### src/rtl/pool_a2_cu.sv
// 2x2 stride-2 pooling controller over ping-pong maps (signed max; average when POOL_A2_AVG_EN is defined).
// Latency: write 4 cycles after a window's first read; holds finished buffer in WAIT_NEXT until end_from_next.
module pool_a2_cu #(
    parameter int DATA_WIDTH = 32,
    parameter int IFM_SIZE   = 10,
    parameter int IFM_DEPTH  = 2,
    localparam int OFM_SIZE  = IFM_SIZE / 2,
    localparam int ADDR_IN   = $clog2(IFM_DEPTH * IFM_SIZE * IFM_SIZE),
    localparam int ADDR_OUT  = $clog2(IFM_DEPTH * OFM_SIZE * OFM_SIZE)
) (
    input  logic                  clk,
    input  logic                  reset,
    input  logic                  start_from_previous,
    input  logic                  end_from_next,
    input  logic [DATA_WIDTH-1:0] ifm_data_in,
    output logic                  end_to_previous,
    output logic                  ifm_sel_previous,
    output logic                  ifm_enable_read,
    output logic [ADDR_IN-1:0]    ifm_address_read,
    output logic                  ofm_enable_write,
    output logic [ADDR_OUT-1:0]   ofm_address_write,
    output logic [DATA_WIDTH-1:0] ofm_data_out,
    output logic                  ofm_sel_next,
    output logic                  start_to_next,
    output logic                  busy
);
    typedef enum logic [1:0] {IDLE, RUN, DRAIN, WAIT_NEXT} state_t;

    localparam int CW = (OFM_SIZE > 1) ? $clog2(OFM_SIZE) : 1;
    localparam int DW = (IFM_DEPTH > 1) ? $clog2(IFM_DEPTH) : 1;
    localparam logic [CW-1:0] C_LAST = CW'(OFM_SIZE - 1);
    localparam logic [DW-1:0] D_LAST = DW'(IFM_DEPTH - 1);
    // Base jumps: next column, wrap to next row pair, wrap to next map (odd edge row/col skipped).
    localparam logic [ADDR_IN-1:0] STEP_C  = ADDR_IN'(2);
    localparam logic [ADDR_IN-1:0] STEP_R  = ADDR_IN'(2 * IFM_SIZE - 2 * (OFM_SIZE - 1));
    localparam logic [ADDR_IN-1:0] STEP_D  = ADDR_IN'(IFM_SIZE * IFM_SIZE - 2 * (OFM_SIZE - 1) * IFM_SIZE - 2 * (OFM_SIZE - 1));
    localparam logic [ADDR_IN-1:0] ROW_OFS = ADDR_IN'(IFM_SIZE);

`ifdef POOL_A2_AVG_EN
    localparam int ACC_W = DATA_WIDTH + 2;
`else
    localparam int ACC_W = DATA_WIDTH;
`endif

    state_t              state;
    logic [1:0]          phase;
    logic [1:0]          phase_d;
    logic                rd_vld_d;
    logic [CW-1:0]       col;
    logic [CW-1:0]       row;
    logic [DW-1:0]       dep;
    logic [ADDR_IN-1:0]  base;
    logic                last_rd;
    logic [ACC_W-1:0]    acc;
    logic [ACC_W-1:0]    ext;
    logic [ACC_W-1:0]    acc_upd;
    logic [DATA_WIDTH-1:0] red;

    assign last_rd = (phase == 2'd3) && (col == C_LAST) && (row == C_LAST) && (dep == D_LAST);
    assign ifm_address_read = ifm_enable_read
        ? base + (phase[1] ? ROW_OFS : '0) + {{(ADDR_IN-1){1'b0}}, phase[0]}
        : '0;

    always_ff @(posedge clk or posedge reset) begin
        if (reset) begin
            state            <= IDLE;
            busy             <= 1'b0;
            end_to_previous  <= 1'b1;
            ifm_enable_read  <= 1'b0;
            ifm_sel_previous <= 1'b0;
            ofm_sel_next     <= 1'b0;
            start_to_next    <= 1'b0;
            phase            <= 2'd0;
            col              <= '0;
            row              <= '0;
            dep              <= '0;
            base             <= '0;
        end else begin
            start_to_next <= 1'b0;
            case (state)
                IDLE: begin
                    if (start_from_previous) begin
                        state            <= RUN;
                        busy             <= 1'b1;
                        end_to_previous  <= 1'b0;
                        ifm_enable_read  <= 1'b1;
                        ifm_sel_previous <= ~ifm_sel_previous;
                        phase            <= 2'd0;
                        col              <= '0;
                        row              <= '0;
                        dep              <= '0;
                        base             <= '0;
                    end
                end
                RUN: begin
                    phase <= phase + 2'd1;
                    if (phase == 2'd3) begin
                        if (last_rd) begin
                            state           <= DRAIN;
                            ifm_enable_read <= 1'b0;
                            col             <= '0;
                            row             <= '0;
                            dep             <= '0;
                            base            <= '0;
                        end else if (col != C_LAST) begin
                            col  <= col + CW'(1);
                            base <= base + STEP_C;
                        end else if (row != C_LAST) begin
                            col  <= '0;
                            row  <= row + CW'(1);
                            base <= base + STEP_R;
                        end else begin
                            col  <= '0;
                            row  <= '0;
                            dep  <= dep + DW'(1);
                            base <= base + STEP_D;
                        end
                    end
                end
                DRAIN: state <= WAIT_NEXT;
                WAIT_NEXT: begin
                    if (end_from_next) begin
                        state           <= IDLE;
                        busy            <= 1'b0;
                        end_to_previous <= 1'b1;
                        start_to_next   <= 1'b1;
                        ofm_sel_next    <= ~ofm_sel_next;
                    end
                end
                default: state <= IDLE;
            endcase
        end
    end

    // Reduction of the running accumulator with the word returning this cycle.
    always_comb begin
`ifdef POOL_A2_AVG_EN
        ext     = {{2{ifm_data_in[DATA_WIDTH-1]}}, ifm_data_in};
        acc_upd = acc + ext;
        red     = acc_upd[DATA_WIDTH+1:2];
`else
        ext     = ifm_data_in;
        acc_upd = ($signed(ifm_data_in) > $signed(acc)) ? ifm_data_in : acc;
        red     = acc_upd;
`endif
    end

    assign ofm_enable_write = rd_vld_d && (phase_d == 2'd3);
    assign ofm_data_out     = ofm_enable_write ? red : '0;

    always_ff @(posedge clk or posedge reset) begin
        if (reset) begin
            rd_vld_d          <= 1'b0;
            phase_d           <= 2'd0;
            acc               <= '0;
            ofm_address_write <= '0;
        end else begin
            rd_vld_d <= ifm_enable_read;
            phase_d  <= phase;
            if (state == IDLE && start_from_previous)
                ofm_address_write <= '0;
            else if (ofm_enable_write)
                ofm_address_write <= ofm_address_write + ADDR_OUT'(1);
            if (rd_vld_d)
                acc <= (phase_d == 2'd0) ? ext : acc_upd;
        end
    end
endmodule

### config.mk
export PLATFORM = sky130hd
export DESIGN_NAME = pool_a2_cu
export DESIGN_NICKNAME = d
export VERILOG_FILES = /design/src/rtl/pool_a2_cu.sv
export SDC_FILE = /design/constraint.sdc
export NUM_CORES = 1
export LEC_CHECK = 0
export CORE_MARGIN = 10
export CORE_UTILIZATION = 29
export DETAILED_ROUTE_END_ITERATION = 6
export GPL_TIMING_DRIVEN = 0
export HOLD_SLACK_MARGIN = 0.03
export PLACE_DENSITY = 0.49
export SYNTH_ARGS = -nofsm -noshare
export SYNTH_HDL_FRONTEND = slang
export SYNTH_SLANG_ARGS = --single-unit
### constraint.sdc
create_clock -name clk -period 4.97 [get_ports clk]
set_input_delay 0.994 -clock clk [delete_from_list [all_inputs] [get_ports clk]]
set_output_delay 0.994 -clock clk [all_outputs]
set_load 0.02 [all_outputs]
### Signal metal coverage by tile

Bar = 50 um. The die is cut into 29 by 29 equal tiles; dark blue is low, red is high, scaled to the fullest tile. Values are wire area over tile area, all layers added.
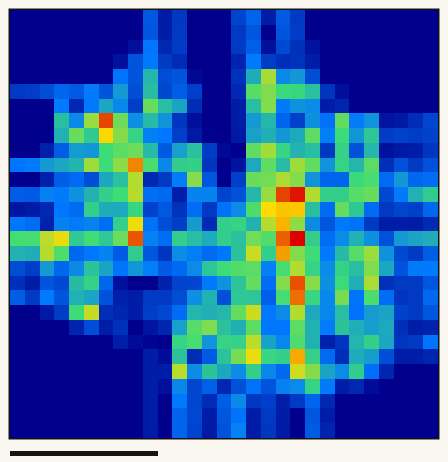
mean over tiles: 0.10
nearly empty tiles: 28%
fullest tile: 0.47
densest ninth of the die: middle
tiles over half the peak: 12%
emptiest ninth of the die: bottom left

### Cells colored by class

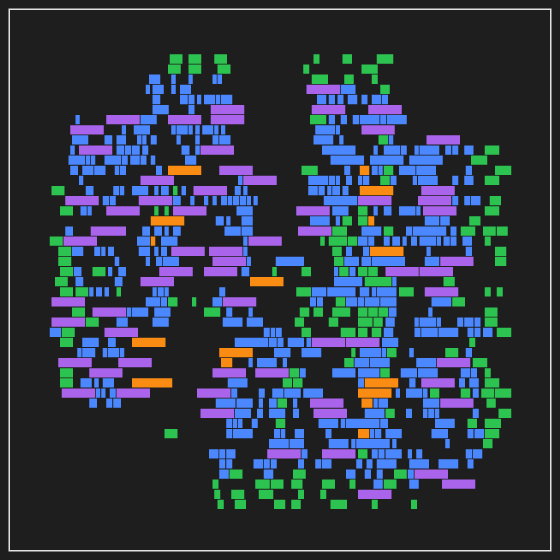
legend:
  clock drivers and dummy loads:
    color: orange
    cells: 16
    share_of_their_area: 4.8%
  combinational and other logic:
    color: blue
    cells: 398
    share_of_their_area: 49%
  flops:
    color: purple
    cells: 65
    share_of_their_area: 26%
  other buffers and delay cells:
    color: green
    cells: 145
    share_of_their_area: 20%

-- report_power, final --
group / switching (mW) / internal (mW)
Combinational: 0.561 / 0.506
Clock: 0.255 / 0.390
Sequential: 0.0875 / 0.629
Total: 0.903 / 1.53
-- registers in the layout (all words and copies together), names as in the netlist --
register	count
phase_d	2
ifm_sel_previous	1
end_to_previous	1
ifm_enable_read	1
dep	1
col	3
phase	2
ofm_address_write	6
busy	1
state	2
ofm_sel_next	1
rd_vld_d	1
acc	32
base	7
start_to_next	1
row	3
-- final cells by class --
type | count | area share (%)
multi-input cells | 352 | 43.8
clock buffers | 10 | 3.55
repair buffers | 122 | 16.9
flip-flops and latches | 65 | 25.2
clock inverters | 6 | 1.07
diodes | 1 | 0.0388
well taps | 211 | 4.09
inverters | 46 | 2.71
plain buffers | 23 | 2.64
==> flow_metrics.env <==
# flow metrics
export IMPL_outcome="complete, no violations"
export IMPL_die_h_um=145
export IMPL_grt_overflow=0
export IMPL_totalWireLength_mm=13.7
export IMPL_worstPathCellList="clkdlybuf4s50_1 -> ha_4 -> nand4_1 -> or4_1 -> o41a_1 -> o31ai_4 -> buf_6 -> clkbuf_4 -> buf_4 -> buf_4 -> nand3_1 -> a21boi_1 -> buf_2"
export IMPL_synth_chip_area_mm2=0.00454
export IMPL_grt_max_degree=66
export IMPL_synth_area_mm2=0.00454
export IMPL_cts_hold_buf=0
export IMPL_async_flop_share_pct=100
export IMPL_fin_tns_setup_ns=0
export IMPL_mux_share_pct=10.9
export IMPL_dp_cells=786
export IMPL_syn_nets=570
export IMPL_top_layer_used="met4"
export IMPL_drc=0
export IMPL_mostFrequentLayoutCells="dfrtp_1, o21ai_0, inv_1"
export IMPL_power_leakage_nw=3.01
export IMPL_top_cell="dfrtp_1"
export IMPL_ys_sh_aoi_pct=17.3
export IMPL_dr_wl_met3_um=576
export IMPL_dp_hpwl_mm=9.32
export IMPL_startpoint_type="input pin"
export IMPL_slew_violations=0
export IMPL_whs_endpoint="ifm_sel_previous"
export IMPL_core_mm2=0.0153
export IMPL_finalInstanceArea_mm2=0.00646
export IMPL_clockBufferDepth=2
export IMPL_use_met3_pct=3.26
